$ cat src/rtl/demux_pipe_pkg.sv
// Shared types and defaults for the demux pipe.
package demux_pipe_pkg;

  localparam int unsigned DEF_DATA_W     = 128;
  localparam int unsigned DEF_FIFO_DEPTH = 2;
  localparam int unsigned DEF_DEST_LSB   = 96;
  localparam int unsigned DEST_W         = 32;

  typedef logic [DEST_W-1:0] dest_t;

  localparam dest_t DEF_FWD_ID = 32'd1;

  // Elaboration-time ceil(log2(v)), minimum 1 so a pointer is never zero bits wide.
  function automatic int unsigned clog2(input int unsigned v);
    int unsigned r;
    r = 1;
    for (int i = 1; i < 32; i++) begin
      if ((32'd1 << i) < v) r = i + 1;
    end
    return r;
  endfunction

endpackage

$ cat src/rtl/demux_fifo.sv
// Synchronous FIFO with push/pop, full/empty flags, registered head and occupancy count.
module demux_fifo
  import demux_pipe_pkg::*;
#(
  parameter int unsigned DATA_W     = DEF_DATA_W,
  parameter int unsigned FIFO_DEPTH = DEF_FIFO_DEPTH
) (
  input  logic                      clk,
  input  logic                      rst,
  input  logic                      push,
  input  logic [DATA_W-1:0]         data,
  input  logic                      pop,
  output logic [DATA_W-1:0]         head,
  output logic                      full,
  output logic                      empty,
  output logic [clog2(FIFO_DEPTH):0] count
);

  localparam int unsigned PtrW = clog2(FIFO_DEPTH);
  localparam int unsigned CntW = PtrW + 1;

  logic [DATA_W-1:0] mem_q [FIFO_DEPTH];
  logic [PtrW-1:0]   rd_q, wr_q;
  logic [CntW-1:0]   count_q, count_d;
  logic              do_push, do_pop;

  assign full    = (count_q == CntW'(FIFO_DEPTH));
  assign empty   = (count_q == '0);
  assign count   = count_q;
  assign head    = empty ? '0 : mem_q[rd_q];
  // A full FIFO refuses a push even if it is popped in the same cycle.
  assign do_push = push & ~full;
  assign do_pop  = pop & ~empty;

  always_comb begin
    count_d = count_q;
    unique case ({do_push, do_pop})
      2'b10:   count_d = count_q + CntW'(1);
      2'b01:   count_d = count_q - CntW'(1);
      default: count_d = count_q;
    endcase
  end

  always_ff @(posedge clk) begin
    if (rst) begin
      rd_q    <= '0;
      wr_q    <= '0;
      count_q <= '0;
    end else begin
      if (do_push) begin
        mem_q[wr_q] <= data;
        wr_q        <= wr_q + PtrW'(1);
      end
      if (do_pop) rd_q <= rd_q + PtrW'(1);
      count_q <= count_d;
    end
  end

endmodule

$ cat src/rtl/demux_pipe.sv
// Steers one enq stream to out/forward by destination field via two FIFOs.
// DEMUX_PIPE_BYPASS_EN: empty FIFO with a ready sink passes the word through in the same cycle.
module demux_pipe
  import demux_pipe_pkg::*;
#(
  parameter int unsigned DATA_W     = DEF_DATA_W,
  parameter int unsigned FIFO_DEPTH = DEF_FIFO_DEPTH,
  parameter int unsigned DEST_LSB   = DEF_DEST_LSB,
  parameter dest_t       FWD_ID     = DEF_FWD_ID
) (
  input  logic              CLK,
  input  logic              RST,
  input  logic              in_enq_ena_i,
  input  logic [DATA_W-1:0] in_enq_v_i,
  output logic              in_enq_rdy_o,
  output logic              out_enq_ena_o,
  output logic [DATA_W-1:0] out_enq_v_o,
  input  logic              out_enq_rdy_i,
  output logic              forward_enq_ena_o,
  output logic [DATA_W-1:0] forward_enq_v_o,
  input  logic              forward_enq_rdy_i
);

  localparam int unsigned CntW = clog2(FIFO_DEPTH) + 1;

  logic [DATA_W-1:0] head_o, head_f;
  logic              full_o, full_f, empty_o, empty_f;
  logic [CntW-1:0]   cnt_o, cnt_f;
  logic              is_fwd, accept, byp_o, byp_f, push_o, push_f, pop_o, pop_f;
  dest_t             dest;

  assign dest         = in_enq_v_i[DEST_LSB +: DEST_W];
  assign is_fwd       = (dest == FWD_ID);
  assign in_enq_rdy_o = ~full_o & ~full_f;
  // Words strobed while not ready are dropped; reset overrides everything.
  assign accept       = in_enq_ena_i & in_enq_rdy_o & ~RST;

`ifdef DEMUX_PIPE_BYPASS_EN
  assign byp_o = accept & ~is_fwd & empty_o & out_enq_rdy_i;
  assign byp_f = accept & is_fwd & empty_f & forward_enq_rdy_i;
`else
  assign byp_o = 1'b0;
  assign byp_f = 1'b0;
`endif

  assign push_o = accept & ~is_fwd & ~byp_o;
  assign push_f = accept & is_fwd & ~byp_f;
  assign pop_o  = ~empty_o & out_enq_rdy_i & ~RST;
  assign pop_f  = ~empty_f & forward_enq_rdy_i & ~RST;

  assign out_enq_ena_o     = pop_o | byp_o;
  assign forward_enq_ena_o = pop_f | byp_f;
  assign out_enq_v_o       = byp_o ? in_enq_v_i : head_o;
  assign forward_enq_v_o   = byp_f ? in_enq_v_i : head_f;

  always_ff @(posedge CLK) begin
    if (!RST) begin
      assert (cnt_o <= CntW'(FIFO_DEPTH) && cnt_f <= CntW'(FIFO_DEPTH))
        else $error("fifo count out of range");
    end
  end

  demux_fifo #(
    .DATA_W     (DATA_W),
    .FIFO_DEPTH (FIFO_DEPTH)
  ) u_fifo_o (
    .clk   (CLK),
    .rst   (RST),
    .push  (push_o),
    .data  (in_enq_v_i),
    .pop   (pop_o),
    .head  (head_o),
    .full  (full_o),
    .empty (empty_o),
    .count (cnt_o)
  );

  demux_fifo #(
    .DATA_W     (DATA_W),
    .FIFO_DEPTH (FIFO_DEPTH)
  ) u_fifo_f (
    .clk   (CLK),
    .rst   (RST),
    .push  (push_f),
    .data  (in_enq_v_i),
    .pop   (pop_f),
    .head  (head_f),
    .full  (full_f),
    .empty (empty_f),
    .count (cnt_f)
  );

endmodule
$ cat config.mk
export PLATFORM = sky130hd
export DESIGN_NAME = demux_pipe
export DESIGN_NICKNAME = d
export VERILOG_FILES = /design/src/rtl/demux_pipe_pkg.sv /design/src/rtl/demux_fifo.sv /design/src/rtl/demux_pipe.sv
export SDC_FILE = /design/constraint.sdc
export NUM_CORES = 1
export LEC_CHECK = 0
export ABC_AREA = 1
export CORE_MARGIN = 5
export CORE_UTILIZATION = 30
export CTS_CLUSTER_DIAMETER = 100
export DETAILED_ROUTE_END_ITERATION = 10
export PLACE_DENSITY = 0.6
export RECOVER_POWER = 25
export SYNTH_ARGS = -nofsm -noshare
export SYNTH_HDL_FRONTEND = slang
export SYNTH_HIERARCHICAL = 1
export SYNTH_SLANG_ARGS = --single-unit
$ cat constraint.sdc
create_clock -name CLK -period 9.3 [get_ports CLK]
set_clock_uncertainty 0.2 [all_clocks]
set_input_delay 1.86 -clock CLK [delete_from_list [all_inputs] [get_ports CLK]]
set_output_delay 1.86 -clock CLK [all_outputs]
set_load 0.05 [all_outputs]
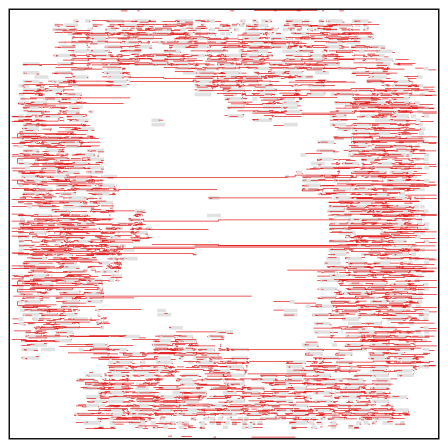
Run 1: met1 routing
- share of all routed wire: 44%
- wire length on this layer: 23.3 mm
- main direction: horizontal
- longest straight run: 150 µm
final WL: 53,300 µm
grt met1 use: 0.191
Via Count: 12,832

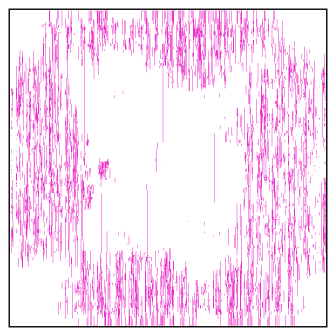
Run 1: met2 routing
- longest straight run: 109 µm
- main direction: vertical
- nets with wire on the layer: 1,585
- wire length on this layer: 25.0 mm

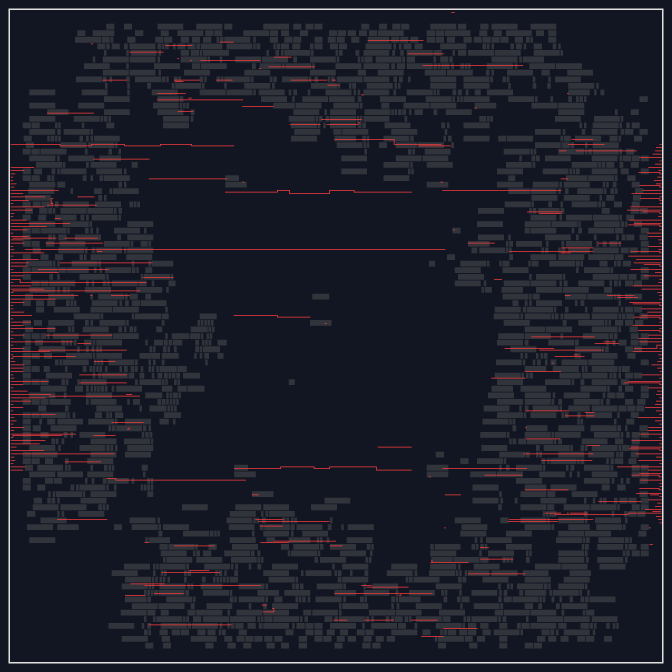
Run 1: M3 wires
- main direction: horizontal
- wire length on this layer: 3,960 µm
- share of all routed wire: 7.4%

==> results.cfg, run 1 <==
; flow metrics
[power_and_ir_drop]
p_per_area_nw_per_um2 = 195
power.group.top = registers
vdd_drop_max_mv = 0.135
p_comb_mw = 0.414
pwr-share-clk = 0.411
p_leak_nw = 8.89
internal_power_mw = 3.99
pg_clk_mw = 2.12
switchingPower_mw = 1.17
power_frac_comb = 0.080

[timing]
maxSlewHeadroom = 0.338
timing.setup.tns_ps = 0
slew_viol_final = 0
hold_slack_ps = 318

[yosys]
synth_stat.cells = 1510
synth_warnings = 6
ys_sh_adder = 0.00124
async_reset_ff_frac = 0
xor_share = 0
synthSimpleGateAreaFrac = 0.115
mux_share = 0
ys_sh_aoi = 0.0676
netlist_instances = 1510
fp_nets = 1645
synthFlopType = edfxtp_1

[setup_path]
worstSetupPathType = reg -> out
cp_cell_sequence = inv_4 > buf_4 > nand2_1 > a21oi_1 > clkdlybuf4s50_1
cp-end-kind = output port
worst_path_largest_cell_delay_ps = 860
r2r_setup_slack_ps = 5660
critPathLaunchType = flip-flop
rr_worst_depth = 9
worstPathRequired_ps = 7240
r2r-end = u_fifo_o/mem_q[0][63]$_DFFE_PP_
cp_num_buf_inv = 3

[global_routing]
grt_util_all_layers = 0.140
grt_pass1_vias = 12814
grt_pass1_wl_um = 80300
antenna_found_initial = 12

[clock_tree]
cts_resized = 0
cts_buffers = 54
clkTransAtPathRegs_ps = 60
insertion_delay_ps = 580
clock_sinks = 522
clockRootBuffer = clkbuf_16
post_cts_buffers = 0
cts.path.max_buffers = 3
postCtsHoldBufs = 0

[final_layout]
lay_top_count = nand2_1
reg_top3 = u_fifo_f/mem_q (256), u_fifo_o/mem_q (256)
drive_gt1_frac = 0.0627
logic_area_um2 = 3750
comb_share = 0.142
bufAreaShareNonClock = 0.154
fillers = 6181
area_growth_pct = 30.7
antenna_cells = 4
clkCellAreaFrac = 0.0667
buffers = 405
final_util = 0.394
largest_class = registers
ff_count = 522
stdcell_count = 2807
n_clock_buffer = 62
nNetsFinal = 2022

[min_path]
min_path_cells = 2

[place]
dpl_cell_area_um2 = 24600
portBuffers = 391
dp_cells = 2704
dp_slack_ps = 3570

[floorplanning]
die_width_um = 269
taps = 873
pin_count = 392

[routing]
drc = 0
dr.pass1.iters = 5
via_per_inst = 4.57
wl_per_cell_um = 19.0

[status]
status = finished clean

[run]
warnings = 38
-- run 1: cell usage after synthesis (2+ instances only) --
master / instances / area, µm²
edfxtp_1: 512 / 15400
inv_2: 3 / 11.3
a21oi_2: 14 / 123
nor3b_1: 2 / 15.0
nand3_1: 5 / 25.0
ha_1: 2 / 25.0
nor2_1: 47 / 176
o21ai_0: 4 / 20.0
nand4_1: 2 / 12.5
inv_1: 27 / 101
nor2_4: 2 / 22.5
a21oi_1: 244 / 1220
dfxtp_1: 10 / 200
nand2_1: 550 / 2060
buf_4: 10 / 75.1
buf_6: 52 / 586
buf_2: 22 / 110
-- run 1: per-layer routing --
metal	global-route usage	vias to the layer above	wire [µm]
met1	0.191	6220	23300
met5	0	-	34
met2	0.230	491	25000
met4	0.0294	6	993
met3	0.0343	77	3960
li1	-	6038	-
Run 1, track usage over the die:
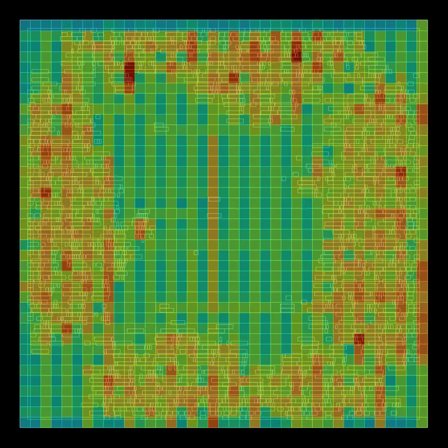

## Run 2: what changed since run 1
PLACE_DENSITY = 0.62   (was 0.6)
clock period = 4.9 ns   (was 9.3 ns; I/O delays follow)
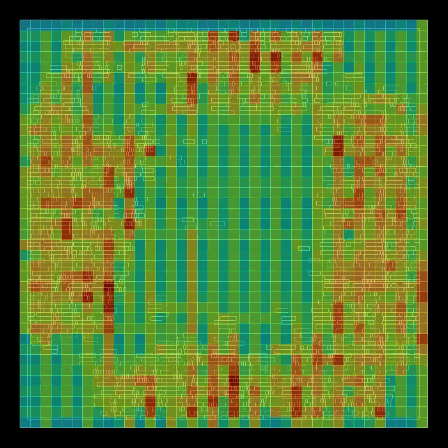
Run 2: track usage over the die
WL/cell: 19.3 µm
GRT busiest layer: met2
final core utilization: 0.398

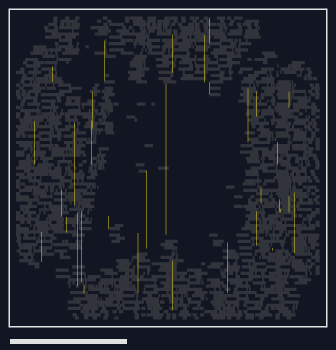
Run 2: M4 wires
Scale bar: 100 µm.
- main direction: vertical
- share of all routed wire: 2.0%
final WL: 54,300 µm
Via Count: 13,052

==> results.cfg, run 2 <==
; flow metrics
[power_and_ir_drop]
p_comb_mw = 0.792
internal_power_mw = 7.43
p_total_mw = 9.63
vdd_drop_max_mv = 0.213
power.group.top = registers
pg_clk_mw = 3.87
switchingPower_mw = 2.20
power_frac_comb = 0.082
p_per_area_nw_per_um2 = 362
pwr-share-clk = 0.402
p_seq_mw = 4.97
p_leak_nw = 9.00
p_seq_frac = 0.516
switching_share = 0.229

[setup_path]
cp_cell_sequence = inv_4 > buf_4 > nand2_1 > a21oi_1 > clkdlybuf4s50_1
worst_path_largest_cell_delay_ps = 860
critPathLaunchType = flip-flop
worstPathRequired_ps = 3720
worstSetupPathType = reg -> out
r2r-end = u_fifo_f/mem_q[0][38]$_DFFE_PP_
crit_fanout = 38
worstReg2RegStart = u_fifo_f/count[0]$_SDFFE_PP0P_
rr_worst_depth = 9
cp-end-kind = output port
critPathSlowestCell = clkdlybuf4s50_1
r2r_setup_slack_ps = 1920
critPathArrivalTime_ps = 3090
setup.worst_path.end = out_enq_v_o[71]

[routing]
via_per_inst = 4.63
dr.pass1.iters = 7
wl_met2_um = 26000
drt_iter0_drc = 977
top_layer = met5
wl_met3_um = 4290
drc = 0
antenna_left = 0
wl_met1_um = 22900

[final_layout]
fin_area_um2 = 26600
reg_top3 = u_fifo_f/mem_q (256), u_fifo_o/mem_q (256)
nNetsFinal = 2039
area_growth_pct = 32.0
fillers = 6225
layout_top_cells = nand2_1 (550), edfxtp_1 (512), clkdlybuf4s50_1 (308)
lay_top_count = nand2_1
stdcell_count = 2821
antenna_cells = 0
drive_gt1_frac = 0.0672

[timing]
hold_viol = 0
rsz0062_at_grt = false
period_minus_slack_ps = 4270
setup_violations = 0
hold_slack_ps = 308
timing.setup.tns_ps = 0
clock.fmax_ghz = 0.234
slew_viol_final = 0
worstMarginPinSlew_ps = 795
maxSlewHeadroom = 0.469
period_used_share = 0.871
setup_ws_ps = 634

[yosys]
synth_flops = 522
most_common_cell = nand2_1
yosysSeqAreaShare = 0.772
top_area_frac = 0.762
synth_stat.cells = 1510
synth_warnings = 6
top_cells_by_count = nand2_1 (550), edfxtp_1 (512), a21oi_1 (244), buf_6 (52), nor2_1 (47)
synthFlopType = edfxtp_1
topCellsByArea = edfxtp_1 (76%), nand2_1 (10%), a21oi_1 (6.1%), buf_6 (2.9%), dfxtp_1 (0.99%)
syn_area_um2 = 20200
top_area_cell = edfxtp_1
async_reset_ff_frac = 0
netlist_instances = 1510
synth-edff-count = 512
fp_nets = 1645
yosysUniqueCellTypes = 19
avgSynthCellArea_um2 = 13.4
ys_area_um2 = 20200

[clock_tree]
cts_resized = 0
cts.path.max_buffers = 3
postCtsHoldBufs = 0
clkTransAtPathRegs_ps = 60
cts_buffers = 54
clock_sinks = 522
insertion_delay_ps = 580
clockRootBuffer = clkbuf_16
post_cts_buffers = 0
htree_levels = 2
cts_tree = done

[global_routing]
grt_util_all_layers = 0.144
grt_max_degree = 90
antenna_found_initial = 2
met3_usage = 0.0359
grt_overflow = 0
grt_pass1_wl_um = 81600
grt_use_met1 = 0.190
grt_pass1_vias = 13190
use_met2 = 0.240

[run]
drv_cap = 0
warnings = 26

[min_path]
min_path_cells = 2
holdPathEnd = u_fifo_o/rd_q$_SDFFE_PP0P_
hp-start = u_fifo_o/rd_q$_SDFFE_PP0P_
min_path_type = reg -> reg

[place]
dp_cells = 2721
dp_slack_ps = 814
dpl_cell_area_um2 = 24900
portBuffers = 391
dp_hpwl_um = 34800
place.gp.congestion = 0.757

[floorplanning]
die_width_um = 269
fp_util = 0.302
rows = 95
dieArea_um2 = 72500
core_um2 = 66900
fp.dieH_um = 269
pin_count = 392

[status]
status = finished clean
==> run 2: cell counts after synthesis <==
Identical to the previous run, type by type.
==> run 2: critical path, delay by kind of cell (launching register included) <==
kind                   cells  cell delay [ps]
AND-OR/OR-AND              1              210
buffers and inverters      3             1630
flip-flops                 1              530
AND/OR/NAND/NOR            1               90
==> run 2: cells by family after synthesis <==
family | Yosys count | share of synthesized area
compound gates | 262 | 0.0676
buf+inv | 114 | 0.0438
simple gates | 610 | 0.115
flops | 522 | 0.772
fa+ha+maj | 2 | 0.00124
==> run 2: layout make-up <==
type	count	area [µm²]	share of cell area
multi-input combinational	874	3750	0.141
clock inverter	31	215	0.00808
tap	873	1090	0.0410
inverter	30	118	0.00442
timing repair buffer	422	4400	0.165
sequential	522	15600	0.585
clock buffer	69	1470	0.0553
Power figures rest on the tool's default switching activity, not on a simulated workload.
